[src/rtl/queue_serializer.sv]
// Pops bytes from an upstream queue and shifts each one out MSB-first on a framed serial line.
// Optional even-parity trailer bit per frame when QUEUE_SERIALIZER_PARITY_EN is defined.
`timescale 1ns/1ps

module queue_serializer #(
  parameter int unsigned DATA_WIDTH = 8,
  parameter int unsigned LEN_WIDTH  = 4,
  parameter int unsigned GAP_CYCLES = 2
) (
  input  logic                  clock_10KHZ,
  input  logic                  reset,
  input  logic [LEN_WIDTH-1:0]  len_in,
  input  logic [DATA_WIDTH-1:0] data_in,
  input  logic                  stall_in,
  output logic                  dequeue_out,
  output logic                  serial_out,
  output logic                  serial_valid,
  output logic                  busy_out,
  output logic [7:0]            byte_count_out
);

`ifdef QUEUE_SERIALIZER_PARITY_EN
  localparam int unsigned FRAME_BITS = DATA_WIDTH + 1;
`else
  localparam int unsigned FRAME_BITS = DATA_WIDTH;
`endif
  localparam int unsigned IDX_W   = $clog2(FRAME_BITS);
  localparam int unsigned GAP_W   = 4;
  localparam int unsigned COUNT_W = 8;

  generate
    if (GAP_CYCLES < 1 || GAP_CYCLES > 15) begin : g_gap_range_check
      $error("queue_serializer: GAP_CYCLES must be in 1..15");
    end
  endgenerate

  typedef enum logic [1:0] {IDLE, LOAD, SHIFT, GAP} state_t;

  state_t                  state_q, state_d;
  logic [FRAME_BITS-1:0]   sr_q, sr_d;
  logic [IDX_W-1:0]        idx_q, idx_d;
  logic [GAP_W-1:0]        gap_q, gap_d;
  logic [COUNT_W-1:0]      cnt_q, cnt_d;
  logic                    deq_d, sout_d, sval_d, busy_d;
  logic [FRAME_BITS-1:0]   frame_load_c;

  // Payload as it enters the shift register; parity rides in the LSB so it shifts out last.
`ifdef QUEUE_SERIALIZER_PARITY_EN
  assign frame_load_c = {data_in, ^data_in};
`else
  assign frame_load_c = data_in;
`endif

  // Next-state and next-output logic.
  always_comb begin
    state_d = state_q;
    sr_d    = sr_q;
    idx_d   = idx_q;
    gap_d   = gap_q;
    cnt_d   = cnt_q;
    deq_d   = 1'b0;
    sout_d  = serial_out;
    sval_d  = serial_valid;
    case (state_q)
      IDLE: begin
        if (len_in != '0 && !stall_in) begin
          sr_d    = frame_load_c;
          deq_d   = 1'b1;
          state_d = LOAD;
        end
      end
      LOAD: begin
        // len_in is stale here: the queue only decrements on this cycle's edge.
        state_d = SHIFT;
        idx_d   = '0;
        sval_d  = 1'b1;
        sout_d  = sr_q[FRAME_BITS-1];
      end
      SHIFT: begin
        if (!stall_in) begin
          if (idx_q == IDX_W'(FRAME_BITS - 1)) begin
            state_d = GAP;
            gap_d   = '0;
            sval_d  = 1'b0;
            sout_d  = 1'b0;
            cnt_d   = cnt_q + COUNT_W'(1);
          end else begin
            sr_d   = sr_q << 1;
            sout_d = sr_q[FRAME_BITS-2];
            idx_d  = idx_q + IDX_W'(1);
          end
        end
      end
      GAP: begin
        if (gap_q == GAP_W'(GAP_CYCLES - 1)) begin
          state_d = IDLE;
        end else begin
          gap_d = gap_q + GAP_W'(1);
        end
      end
      default: state_d = IDLE;
    endcase
    busy_d = (state_d != IDLE);
  end

  // State and registered outputs.
  always_ff @(posedge clock_10KHZ or negedge reset) begin
    if (!reset) begin
      state_q        <= IDLE;
      sr_q           <= '0;
      idx_q          <= '0;
      gap_q          <= '0;
      cnt_q          <= '0;
      dequeue_out    <= 1'b0;
      serial_out     <= 1'b0;
      serial_valid   <= 1'b0;
      busy_out       <= 1'b0;
    end else begin
      state_q        <= state_d;
      sr_q           <= sr_d;
      idx_q          <= idx_d;
      gap_q          <= gap_d;
      cnt_q          <= cnt_d;
      dequeue_out    <= deq_d;
      serial_out     <= sout_d;
      serial_valid   <= sval_d;
      busy_out       <= busy_d;
    end
  end

  assign byte_count_out = cnt_q;

endmodule

[config.mk]
export PLATFORM = sky130hd
export DESIGN_NAME = queue_serializer
export DESIGN_NICKNAME = d
export VERILOG_FILES = /design/src/rtl/queue_serializer.sv
export SDC_FILE = /design/constraint.sdc
export NUM_CORES = 1
export LEC_CHECK = 0
export ABC_AREA = 1
export CELL_PAD_IN_SITES_DETAIL_PLACEMENT = 2
export CELL_PAD_IN_SITES_GLOBAL_PLACEMENT = 2
export CORE_UTILIZATION = 33
export CTS_CLUSTER_DIAMETER = 30
export DETAILED_ROUTE_END_ITERATION = 12
export PLACE_DENSITY = 0.9
export SYNTH_ARGS = -nofsm -noshare
export SYNTH_HDL_FRONTEND = slang
export SYNTH_SLANG_ARGS = --single-unit
[constraint.sdc]
create_clock -name clock_10KHZ -period 2.6 [get_ports clock_10KHZ]
set_input_delay 0.52 -clock clock_10KHZ [delete_from_list [all_inputs] [get_ports clock_10KHZ]]
set_output_delay 0.52 -clock clock_10KHZ [all_outputs]
set_load 0.03 [all_outputs]
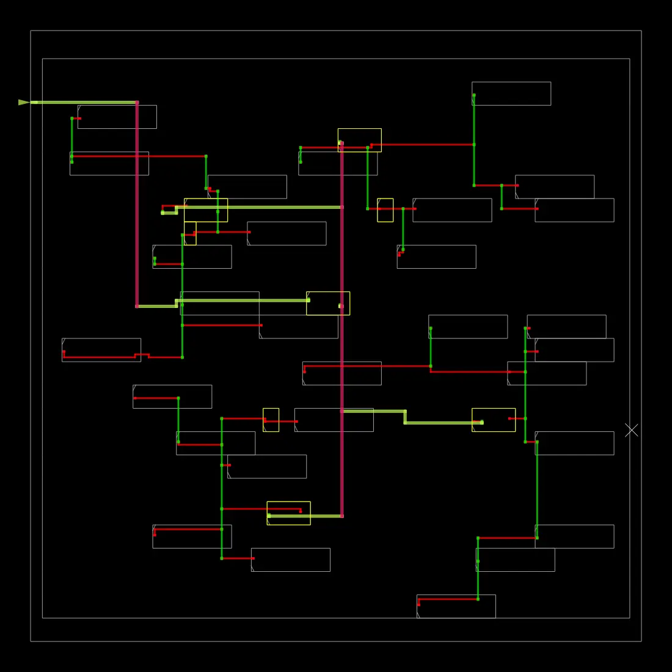
Fig. 1. Clock routing (run 1).
clock buf count: 6
CTS buffer count: 5
number of sequential cells: 29

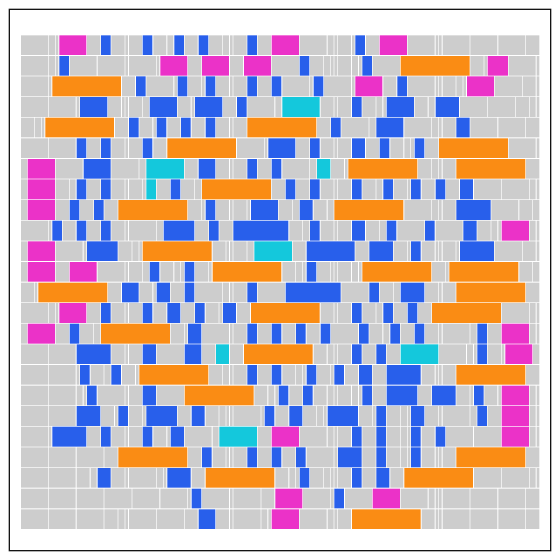
Fig. 2. Cell classes on the final placement (run 1).
Fill, decap, tap and diode cells in grey.
[orange] registers | cells: 29 | share of their area: 38%
[cyan] clock drivers and dummy loads | cells: 8 | share of their area: 4.3%
[magenta] remaining buffers and delay cells | cells: 27 | share of their area: 14%
[blue] remaining logic cells | cells: 157 | share of their area: 44%

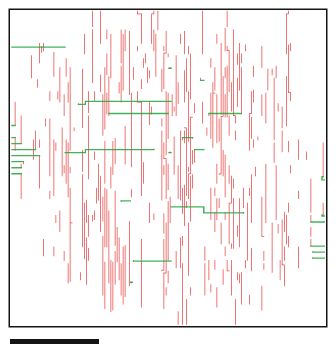
Fig. 3. Routed metal, one colour a layer (run 1).
Scale bar: 20 um. Only two layers are drawn.
[red] M2 | wire length: 1820 um
[green] M3 | wire length: 144 um

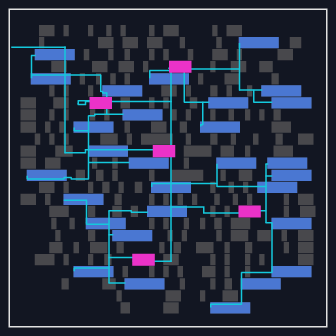
Fig. 4. Clock distribution (run 1).
[blue] flip-flops | count: 29
[cyan] clock wires | length: 446 um
[magenta] clock-net drivers | count: 5
flops lie: widely spread

==> run 1: cell type report <==
class / instances / area share [%]
clock inverter: 2 / 0.506
tap: 52 / 3.29
timing repair buffer: 27 / 13.5
sequential: 29 / 36.7
multi-input combinational: 140 / 38.8
clock buffer: 6 / 3.67
inverter: 17 / 3.48
==> run 1: cells in the mapped netlist <==
library cell	n
xor2_1	1
nor2_8	2
o21ai_2	2
nand3_4	1
dfrtp_1	29
nand3_1	12
inv_2	4
clkinv_1	1
xnor2_1	3
nand3_2	8
a21oi_1	1
nor2_1	11
inv_6	1
nand2_1	79
o21ai_0	2
inv_1	11
o21ai_1	4
nand4_1	1
ha_1	5
nand2_4	5
nor2_2	1
nand2_2	2
buf_6	2
==> run 1: metal layers <==
metal	vias to the layer above	part of all wire (%)
met5	-	0
met4	0	2.6
met3	11	3.7
met2	30	47
met1	664	47
li1	650	-
==> run 1: cells in the final DEF (no fill, tap or decap), drive strengths merged <==
| master | netlist | final |
|---|---|---|
| nor2 | 14 | 14 |
| clkdlybuf4s50 | 0 | 26 |
| ha | 5 | 5 |
| inv | 16 | 16 |
| nand2 | 86 | 86 |
| a21oi | 1 | 1 |
| nand3 | 21 | 21 |
| xnor2 | 3 | 3 |
| clkbuf | 0 | 6 |
| buf | 2 | 1 |
| dfrtp | 29 | 29 |
| xor2 | 1 | 1 |
| clkinv | 1 | 3 |
| o21ai | 8 | 8 |
| nand4 | 1 | 1 |
==> run 1: metrics by stage <==
stage | cells | instance area (sq um) | utilization (%)
6_report | 273 | 1980 | 44.2
5_1_grt | 273 | 1980 | 44.2
4_1_cts | 273 | 1980 | 44.2
3_5_place_dp | 265 | 1890 | 42.3
3_3_place_gp | 265 | 1890 | 42.3
2_1_floorplan | 188 | 1580 | -
==> run 1: power by group through the flow <==
stage | registers, mW | logic (mW) | clock network [mW]
finish | 0.713 | 0.807 | 0.363
global route | 0.735 | 0.911 | 0.392
CTS | 0.717 | 0.827 | 0.376
detailed placement | 0.721 | 0.816 | 0
global placement | 0.716 | 0.773 | 0
floorplan | 0.764 | 0.519 | 0
==> run 1: worst paths after layout <==
path,to,slack (ns),cells after the start
min,idx_q[0]$_DFFE_PN0P_,0.50,1
max,byte_count_out[6],0.68,1
max in group asynchronous,busy_out$_DFF_PN0_,1.69,2
max reg2reg,sr_q[6]$_DFFE_PN0P_,0.94,7
min in group asynchronous,sr_q[5]$_DFFE_PN0P_,0.62,2
min reg2reg,idx_q[0]$_DFFE_PN0P_,0.50,1
==> run 1: flip-flops by register name, summed over array words and instances, names as in the netlist <==
name / count
serial_out: 1
idx_q: 3
byte_count_out: 8
busy_out: 1
state_q: 2
serial_valid: 1
dequeue_out: 1
sr_q: 8
gap_q: 4
==> run 1: cells by family (layout without fill, tap and decap cells) <==
| kind of cell | after synthesis | after routing | share of synthesized area [%] |
|---|---|---|---|
| flip-flops | 29 | 29 | 45.8 |
| AND-OR/OR-AND | 9 | 9 | 3.32 |
| buffers and inverters | 19 | 52 | 5.77 |
| adder cells (fa/ha/maj) | 5 | 5 | 3.95 |
| AND/OR/NAND/NOR | 122 | 122 | 38.9 |
| XOR/XNOR | 4 | 4 | 2.21 |
==> results.toml, run 1 <==
# synthesis and place-and-route metrics
[clock_network]
clkSinkCount = 29
clk_latency_ns = 0.29
clk_pin_slew_ns = 0.06
cts_setup_buffers = 0
cts_tree = "built"
htreeDepth = 2
cts-resized-gates = 0
clockBufferDepth = 2
postCtsHoldBufs = 0

[detailed_routing]
wl_mm = 3.88
route.detailed.drc = 1
first_pass_iters = 8
drt_iter0_drc = 56
via_count = 1355
wl_per_cell_um = 14.2

[place]
port_buffers = 26
dp_hpwl_mm = 2.80
gp_congestion = 0.701
dp_slack_ns = 0.766

[worst_hold_path]
min_path_type = "reg2reg"
worstHoldStart = "idx_q[0]$_DFFE_PN0P_"

[power]
combPwrFrac_pct = 42.9
peakVddDrop_mv = 0.307
switching_share_pct = 43.3
p_leak_nw = 0.993
power_switching_mw = 0.816
seqPwrFrac_pct = 37.9
power.internal_mw = 1.07
p_total_mw = 1.88

[global_route]
grt_pass1_wl_mm = 6.98
antenna_found_initial = 0
grt-ovfl-total = 0
met1_usage_pct = 22.8
grt_pass1_vias = 1482
grt.total_usage_pct = 18.0
busiest_layer = "met2"
grt_use_met3_pct = 4.22

[floorplan]
fp_util_pct = 35.4
die_width_um = 71.3
die_h_um = 71.3
die_area_sq_um = 5080
pin_count = 27

[flow_run]
drv_cap = 0
openroad.warnings = 27

[critical_path]
required_ns = 2.08
critPathLaunchType = "flop"
cp_cell_sequence = "clkdlybuf4s50_1"
arrival_ns = 1.40
path_class = "reg2out"
reg2reg_from = "idx_q[0]$_DFFE_PN0P_"
critical_path.slowest_cell = "clkdlybuf4s50_1"
critPathMaxFanout = 5
slowest_delay_ns = 0.70
crit_family = "buffers and inverters"
cp_num_buf_inv = 1
worst_setup_path_end_kind = "output pin"

[final_timing]
setup-violations-final = 0
layout_setup_ws_ns = 0.675
worst_pin_slew_ns = 0.387
fin_skew_ns = 0.00571
min_period_ns = 1.92
relSlewSlack_pct = 74.2
slew_viol_final = 0
final_hold_viol_count = 0
rsz0062_at_grt = "no"
hold_ws_ns = 0.500
finalCritPeriodShare_pct = 74.0
fmax_mhz = 520

[finish]
nets = 240
register_area_sq_um = 726
antenna_cells = 0
area_growth_pct = 24.8
drive_gt1_share_pct = 15.4
fill_cells = 506

[synthesis]
syn_area_per_cell_sq_um = 8.43
ys_cells = 188
ys_ff = 29
ys_area_sq_um = 1580
ys_types = 23
fp_nets = 208
synth.largest_area_cell = "dfrtp_1"
synth_seq_share_pct = 45.8

[outcome]
status = "finished with violations"
violations = "DRC"
Fig. 5: run 1, power grid
Scale bar: 20 um. Pins as bars on the die edge.
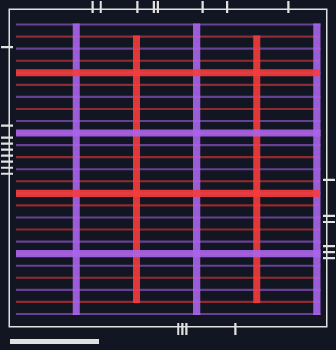

## Run 2: what changed since run 1
Settings changed: CORE_UTILIZATION 33 to 28, PLACE_DENSITY 0.9 to 0.82.
Clock period 2.6 ns to 1.7 ns, I/O delays scaled along.
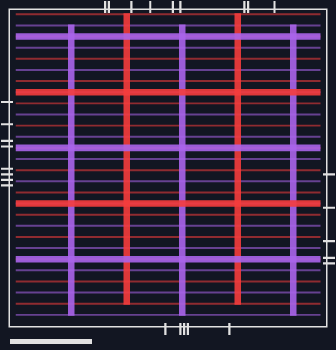
Fig. 6. Power grid (run 2).
Scale bar: 20 um. Pins as bars on the die edge.
[red] VDD
[purple] VSS
met4 straps: 5
met5 straps: 5
signal pins: 27
Die X: 77.2 um
VDD IR max: 0.375 mV
die y size: 77.2 um
CORE AREA: 5470 sq um

==> run 2 against run 1 <==
Effect of this change: the run now ends clean; flip-flop count unchanged; sequential share of layout area down 0.71 points; non-clock buffer count up 3; routed wire length up 1.3%; setup slack worse by 0.62 ns; register-to-register slack worse by 0.81 ns; area after synthesis unchanged; critical path type unchanged; largest power group unchanged.
==> results.toml, run 2 <==
# synthesis and place-and-route metrics
[outcome]
status = "complete, no violations"

[floorplan]
die_area_sq_um = 5960
pin_count = 27
fp_util_pct = 28.9

[final_timing]
finalCritPeriodShare_pct = 96.8
worst_pin_slew_ns = 0.391
min_period_ns = 1.65
final_hold_viol_count = 0
slew_viol_final = 0
relSlewSlack_pct = 74.0
fmax_mhz = 608
hold_ws_ns = 0.456
rsz0062_at_grt = "no"

[critical_path]
cp_num_buf_inv = 1
path_class = "reg2out"
cp_cell_sequence = "clkdlybuf4s50_1"
required_ns = 1.36
critical_path.slowest_cell = "clkdlybuf4s50_1"
slowest_delay_ns = 0.67
worst_setup_path_end_kind = "output pin"
arrival_ns = 1.31
critPathLaunchType = "flop"
critPathMaxFanout = 2

[global_route]
grt_pass1_vias = 1465
grt_pass1_wl_mm = 7.05
antenna_found_initial = 0
grt.total_usage_pct = 15.4

[synthesis]
edf_count = 0
ys_types = 23
async_flop_share_pct = 100
ys_area_sq_um = 1580
ys_ff = 29
synth_top_flop_cell = "dfrtp_1"
syn_area_per_cell_sq_um = 8.43
synth_seq_share_pct = 45.8

[detailed_routing]
wl_mm = 3.93
first_pass_iters = 2
wl_per_cell_um = 13.3
via_count = 1323
route.detailed.drc = 0
drt_iter0_drc = 29

[clock_network]
clockBufferDepth = 2
cts_buffers = 5
clk_pin_slew_ns = 0.06
clkSinkCount = 29
clk_latency_ns = 0.28

[finish]
drive_gt1_share_pct = 15.6
area_growth_pct = 27.3
antenna_cells = 0
final_common_cell = "nand2_1"
nets = 243

[place]
dp_hpwl_mm = 2.96
gp_congestion = 0.733

[power]
p_leak_nw = 1.04

[flow_run]
openroad.warnings = 27

[worst_hold_path]
min_path_type = "in2async"
## run 2: cell count changes in the layout (fill, tap and decap cells not counted)
cell | before | now
dlymetal6s2s_1 | 0 | 1
buf_4 | 1 | 4
dlygate4sd2_1 | 0 | 7
clkinv_2 | 2 | 0
clkdlybuf4s50_1 | 26 | 18
clkbuf_1 | 1 | 3
## run 2: area by class of cell
type,count,area (sq um)
repair buffers,30,284
well taps,72,90.1
multi-input cells,140,767
flip-flops and latches,29,726
clock buffers,8,80.1
fillers,661,3460
inverters,17,68.8
## run 2: path summary, 6_finish.rpt
kind                       slack [ns]              startpoint                    to
min reg2reg                      0.50    idx_q[0]$_DFFE_PN0P_  idx_q[0]$_DFFE_PN0P_
max in group asynchronous        0.96                   reset   sr_q[2]$_DFFE_PN0P_
min in group clock_10KHZ         0.50    idx_q[0]$_DFFE_PN0P_  idx_q[0]$_DFFE_PN0P_
max reg2reg                      0.13    idx_q[0]$_DFFE_PN0P_   sr_q[1]$_DFFE_PN0P_
max                              0.05  serial_out$_DFFE_PN0P_            serial_out
min                              0.46                   reset  idx_q[1]$_DFFE_PN0P_
## run 2: layer usage
metal | GRT usage, % | vias up | wire, um
met5 | 0 | - | 0
met4 | 7.36 | 0 | 72
met3 | 2.62 | 5 | 78
met2 | 25.9 | 18 | 2040
met1 | 18.9 | 644 | 1740
li1 | - | 656 | -
## run 2: timing repair
action | in CTS | in global routing
setup endpoints to repair | 7 | 1
gates resized | 7 | 1
hold buffers | 0 | 0
## run 2: kinds of logic after synthesis
logic type,count (synthesis),share of synthesized area [%]
buf+inv,19,5.77
fa+ha+maj,5,3.95
compound gates,9,3.32
simple gates,122,38.9
flops,29,45.8
xor+xnor,4,2.21
## run 2: power by group
part	switching, mW	internal [mW]
combinational	0.778	0.456
sequential	0.195	0.897
clock	0.260	0.290
## run 2: per-stage QoR
step / std cells / utilization (%) / setup slack, ns / area, sq um / power, mW
4_1_cts: 296 / 36.8 / 0.0213 / 2010 / 2.94
5_1_grt: 296 / 36.8 / 0.0122 / 2020 / 3.13
3_5_place_dp: 288 / 35.5 / -0.0158 / 1940 / 2.39
2_1_floorplan: 188 / - / 0.350 / 1580 / 1.96
6_report: 296 / 36.8 / 0.0540 / 2020 / 2.88
3_3_place_gp: 288 / 35.5 / 0.0551 / 1940 / 2.31
## Run 3: what changed since run 2
Settings changed: CAP_MARGIN set to 20, CORE_UTILIZATION 28 to 31, PLACE_DENSITY 0.82 to 0.86.
Clock period 1.7 ns to 1.8 ns, I/O delays scaled along.
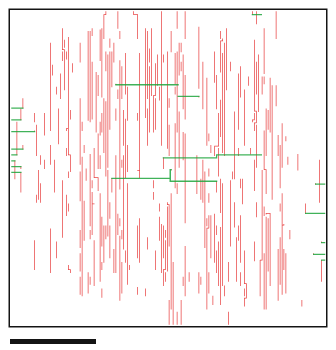
Fig. 7. Routed metal, one colour a layer (run 3).
Scale bar: 20 um. Only two layers are drawn.
[red] M2 | wire length: 2220 um
[green] M3 | wire length: 101 um

==> run 3 against run 2 <==
Effect of this change: register-to-register slack improved by 0.04 ns; count of clock-buffer cells in the layout decreased by 3; routed wire length increased by 8.8%; critical path type unchanged; critical endpoint is now byte_count_out[1]; largest power group unchanged.
==> results.toml, run 3 <==
# synthesis and place-and-route metrics
[finish]
register_area_sq_um = 726
antenna_cells = 0
finalNonFillerCells = 289
nets = 241
fill_cells = 550
comb_area_sq_um = 767
postLayoutCoreUtil_pct = 42.8
final_common_cell = "nand2_1"
area_growth_pct = 30.0

[critical_path]
critPathLaunchType = "flop"
cp_cell_sequence = "clkdlybuf4s50_1"
critical_path.slowest_cell = "clkdlybuf4s50_1"
r2r_slack_ns = 0.17
path_class = "reg2out"
cp_num_buf_inv = 1
required_ns = 1.44
slowest_delay_ns = 0.69
worst_setup_path_end_kind = "output pin"
arrival_ns = 1.39

[floorplan]
fp_util_pct = 32.9
die_area_sq_um = 5400
pin_count = 27
rows = 25
die_width_um = 73.5
die_h_um = 73.5

[synthesis]
syn_area_per_cell_sq_um = 8.43
top_logic_kind = "simple AND/OR/NAND/NOR gates"
compound_area_share_pct = 3.32
ys_types = 23
async_flop_share_pct = 100
ys_ff = 29
simple_gate_share_pct = 38.9
synth.mux.area_fraction_pct = 0
synth_xor_xnor_area_share_pct = 2.21
edf_count = 0

[clock_network]
clockBufferDepth = 2
clk_pin_slew_ns = 0.07
clkSinkCount = 29
postCtsHoldBufs = 0
clk_latency_ns = 0.28

[power]
peakVddDrop_mv = 0.531
p_leak_nw = 1.05

[detailed_routing]
wl_per_cell_um = 14.8
via_count = 1322
wl_mm = 4.27
route.detailed.drc = 0
first_pass_iters = 2

[final_timing]
rsz0062_at_grt = "no"
final_hold_viol_count = 0
layout_setup_ws_ns = 0.0452
worst_pin_slew_ns = 0.396
finalCritPeriodShare_pct = 97.5
hold_ws_ns = 0.465
fmax_mhz = 570
fin_skew_ns = 0.00832
min_period_ns = 1.75
relSlewSlack_pct = 73.6

[place]
gp_congestion = 0.743
dp_hpwl_mm = 3.10
placedCellCount = 281

[global_route]
antenna_found_initial = 0
grt_pass1_wl_mm = 7.42
grt_pass1_vias = 1515
grt.total_usage_pct = 18.5

[worst_hold_path]
min_path_type = "in2async"

[outcome]
status = "complete, no violations"
-- run 3: cell count changes in the layout (fill, tap and decap cells not counted), sizes merged --
cell           before  now
dlygate4sd2         7    0
clkbuf              8    5
buf                 4    2
clkinv              1    2
clkdlybuf4s50      18   24
dlymetal6s2s        1    2
bufinv              0    2
-- run 3: path summary, 6_finish.rpt --
kind	cells past startpoint	startpoint	end
worst max-delay path	1	byte_count_out[1]$_DFFE_PN0P_	byte_count_out[1]
worst min-delay path	2	reset	byte_count_out[1]$_DFFE_PN0P_
worst max register to register	7	idx_q[0]$_DFFE_PN0P_	sr_q[6]$_DFFE_PN0P_
worst min register to register	1	idx_q[0]$_DFFE_PN0P_	idx_q[0]$_DFFE_PN0P_
max in group asynchronous	2	reset	sr_q[2]$_DFFE_PN0P_
min in group clock_10KHZ	1	idx_q[0]$_DFFE_PN0P_	idx_q[0]$_DFFE_PN0P_
-- run 3: kinds of logic (layout without fill, tap and decap cells) --
family | count (synthesis) | count (layout)
simple gates | 122 | 122
flops | 29 | 29
buf+inv | 19 | 53
compound gates | 9 | 9
fa+ha+maj | 5 | 5
xor+xnor | 4 | 4
-- run 3: power by group --
| group | total, mW | switching, mW | internal, mW |
|---|---|---|---|
| sequential | 1.04 | 0.194 | 0.847 |
| clock | 0.817 | 0.267 | 0.550 |
| combinational | 1.20 | 0.763 | 0.436 |
-- run 3: layout make-up --
class,instances,area share (%)
multi-input combinational,140,37.2
sequential,29,35.2
timing repair buffer,28,13.6
tap,67,4.07
clock buffer,5,3.34
inverter,17,3.34
clock inverter,3,3.16
-- run 3: routing by layer --
| metal | GRT usage (%) | up-vias | wire (um) |
|---|---|---|---|
| li1 | - | 654 | - |
| met5 | 0 | - | 0 |
| met2 | 32.6 | 20 | 2220 |
| met4 | 5.13 | 0 | 55 |
| met1 | 22.7 | 643 | 1900 |
| met3 | 3.70 | 5 | 100 |
-- run 3: stage by stage --
step           cell area [sq um]  total power, mW
2_1_floorplan               1580             1.85
3_5_place_dp                1920             2.25
6_report                    2060             3.06
3_3_place_gp                1920             2.17
5_1_grt                     2060             3.29
4_1_cts                     2050             3.11
No activity file was given, so power comes from the tool's default toggle rates.
